===== config.mk =====
export PLATFORM = sky130hd
export DESIGN_NAME = bcd_seq_ctrl
export DESIGN_NICKNAME = d
export VERILOG_FILES = /design/src/rtl/bcd_seq_ctrl.sv
export SDC_FILE = /design/constraint.sdc
export NUM_CORES = 1
export LEC_CHECK = 0
export ABC_CLOCK_PERIOD_IN_PS = 1750
export CAP_MARGIN = 10
export CORE_ASPECT_RATIO = 1.5
export CORE_UTILIZATION = 49
export CTS_CLUSTER_SIZE = 40
export DETAILED_ROUTE_END_ITERATION = 12
export PLACE_DENSITY = 0.82
export SLEW_MARGIN = 20
export SYNTH_ARGS = -nofsm -noshare
export SYNTH_HDL_FRONTEND = slang
export SYNTH_SLANG_ARGS = --single-unit
export TNS_END_PERCENT = 20

===== constraint.sdc =====
create_clock -name clk -period 1.75 [get_ports clk]
set_input_delay 0.35 -clock clk [delete_from_list [all_inputs] [get_ports clk]]
set_output_delay 0.35 -clock clk [all_outputs]
set_load 0.01 [all_outputs]

===== src/rtl/bcd_seq_ctrl.sv =====
// Sequential binary-to-BCD converter (shift-add-3) with start/busy/done handshake
// driving six active-low 7-segment displays. Optional: BCD_LEADING_ZERO_BLANK_EN.
module bcd_seq_ctrl #(
    parameter int BIT_SIZE  = 10,
    parameter int SEGMENTOS = 7,
    parameter int DIGITS    = 6
) (
    input  logic                  clk,
    input  logic                  rst_n,
    input  logic                  start,
    input  logic [BIT_SIZE-1:0]   binary_in,
    output logic                  busy,
    output logic                  done,
    output logic [4*DIGITS-1:0]   bcd_out,
    output logic [0:SEGMENTOS-1]  D_unidades,
    output logic [0:SEGMENTOS-1]  D_decenas,
    output logic [0:SEGMENTOS-1]  D_centenas,
    output logic [0:SEGMENTOS-1]  D_millares,
    output logic [0:SEGMENTOS-1]  D_decenas_millares,
    output logic [0:SEGMENTOS-1]  D_centenas_millares
);
    localparam int CW = $clog2(BIT_SIZE + 1);
    localparam int BW = 4 * DIGITS;

    typedef enum logic [1:0] {IDLE, ADJUST, SHIFT} state_t;

    state_t                 state_q;
    logic [BIT_SIZE-1:0]    bin_q;
    logic [BW-1:0]          bcd_q;
    logic [BW-1:0]          bcd_out_q;
    logic [CW-1:0]          cnt_q;
    logic                   busy_q;
    logic                   done_q;

    logic [BW-1:0]          adj_d;
    logic [BW+BIT_SIZE-1:0] shift_d;

    always_comb begin
        adj_d = bcd_q;
        for (int i = 0; i < DIGITS; i++) begin
            if (bcd_q[4*i +: 4] >= 4'd5) adj_d[4*i +: 4] = bcd_q[4*i +: 4] + 4'd3;
        end
    end

    assign shift_d = {bcd_q, bin_q} << 1;

    always_ff @(posedge clk or negedge rst_n) begin
        if (!rst_n) begin
            state_q   <= IDLE;
            bin_q     <= '0;
            bcd_q     <= '0;
            bcd_out_q <= '0;
            cnt_q     <= '0;
            busy_q    <= 1'b0;
            done_q    <= 1'b0;
        end else begin
            case (state_q)
                IDLE: begin
                    done_q <= 1'b0;
                    if (start) begin
                        bin_q   <= binary_in;
                        bcd_q   <= '0;
                        cnt_q   <= CW'(BIT_SIZE);
                        busy_q  <= 1'b1;
                        state_q <= ADJUST;
                    end
                end
                ADJUST: begin
                    bcd_q   <= adj_d;
                    state_q <= SHIFT;
                end
                SHIFT: begin
                    bcd_q <= shift_d[BW+BIT_SIZE-1 -: BW];
                    bin_q <= shift_d[BIT_SIZE-1:0];
                    cnt_q <= cnt_q - 1'b1;
                    // Last shift: commit the freshly shifted value, not the stale bcd_q
                    if (cnt_q == CW'(1)) begin
                        bcd_out_q <= shift_d[BW+BIT_SIZE-1 -: BW];
                        busy_q    <= 1'b0;
                        done_q    <= 1'b1;
                        state_q   <= IDLE;
                    end else begin
                        state_q <= ADJUST;
                    end
                end
                default: state_q <= IDLE;
            endcase
        end
    end

    assign busy    = busy_q;
    assign done    = done_q;
    assign bcd_out = bcd_out_q;

    // Bit 6 is segment a, so the packed value lines up with the [0:6] port ordering.
    function automatic logic [6:0] seg7(input logic [3:0] d);
        case (d)
            4'd0:    seg7 = 7'b0000001;
            4'd1:    seg7 = 7'b1001111;
            4'd2:    seg7 = 7'b0010010;
            4'd3:    seg7 = 7'b0000110;
            4'd4:    seg7 = 7'b1001100;
            4'd5:    seg7 = 7'b0100100;
            4'd6:    seg7 = 7'b0100000;
            4'd7:    seg7 = 7'b0001111;
            4'd8:    seg7 = 7'b0000000;
            4'd9:    seg7 = 7'b0000100;
            default: seg7 = 7'b1111111;
        endcase
    endfunction

    logic [6:0] segs [DIGITS];

`ifdef BCD_LEADING_ZERO_BLANK_EN
    logic lz;
    always_comb begin
        lz = 1'b1;
        for (int i = DIGITS - 1; i >= 0; i--) begin
            segs[i] = seg7(bcd_out_q[4*i +: 4]);
            lz      = lz && (bcd_out_q[4*i +: 4] == 4'd0);
            if (lz && i != 0) segs[i] = 7'b1111111;
        end
    end
`else
    always_comb begin
        for (int i = 0; i < DIGITS; i++) segs[i] = seg7(bcd_out_q[4*i +: 4]);
    end
`endif

    assign D_unidades          = segs[0];
    assign D_decenas           = segs[1];
    assign D_centenas          = segs[2];
    assign D_millares          = segs[3];
    assign D_decenas_millares  = segs[4];
    assign D_centenas_millares = segs[5];
endmodule


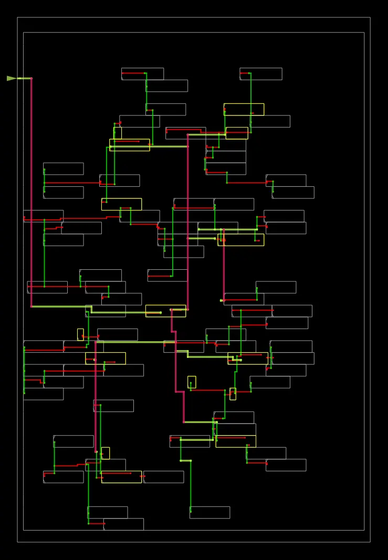
Figure 1: clock wiring as the flow saved it.
layout clock buffer count: 13
Clock Skews: 0.00603 ns
flop count: 66
P_clk: 1.63 mW

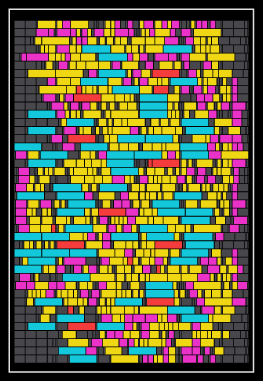
Figure 2: cells coloured by class.
(3 px per micron) Fill, decap, tap and diode cells in grey.
- combinational and other logic: yellow (cells 444)
- remaining buffers and delay cells: magenta (cells 175)
- sequential cells: cyan (cells 66)
- clock drivers and dummy loads: red (cells 16)

==> results.cfg <==
; implementation run metrics
[layout]
fill_cells = 591
lay_top_cells = 80 x buf_4, 57 x dfrtp_1, 51 x nand2_1
postLayoutCoreUtil_pct = 75.2
nets = 758
drive_above_1_share_pct = 38.8

[route]
drc = 0

[power_and_ir_drop]
clkPwrFrac_pct = 23.7

[clock_network]
tritoncts = built
cts_resized = 232

[status]
status = finished, violations left
violations = negative setup slack

[job]
maxCapViolCount = 0

[timing]
setup_viol = 34
slew_violations = 0
final.setup.worst_slack_ns = -0.174
finalHoldViolations = 0

[setup_path]
endpoint = D_centenas[0]

[place]
gp_congestion = 0.858

[synthesis]
synthArstFlopShare_pct = 100
common_cells = 70 x o21ai_0, 66 x dfrtp_1, 58 x nand2_1

[global_route]
grt_pass1_wl_microns = 19100
grt_max_degree = 67

[die]
chip_area_sq_um = 9750
rows = 42
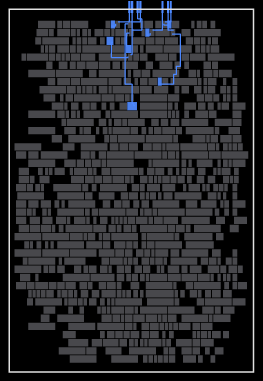
Figure 3: wires at chosen ports, followed through buffers.
(3 px per micron)
- D_decenas_millares: blue (direction output; edge top; end cells 7; buffers 7; wire 143 microns)

Power is estimated from default activity; no workload was simulated.
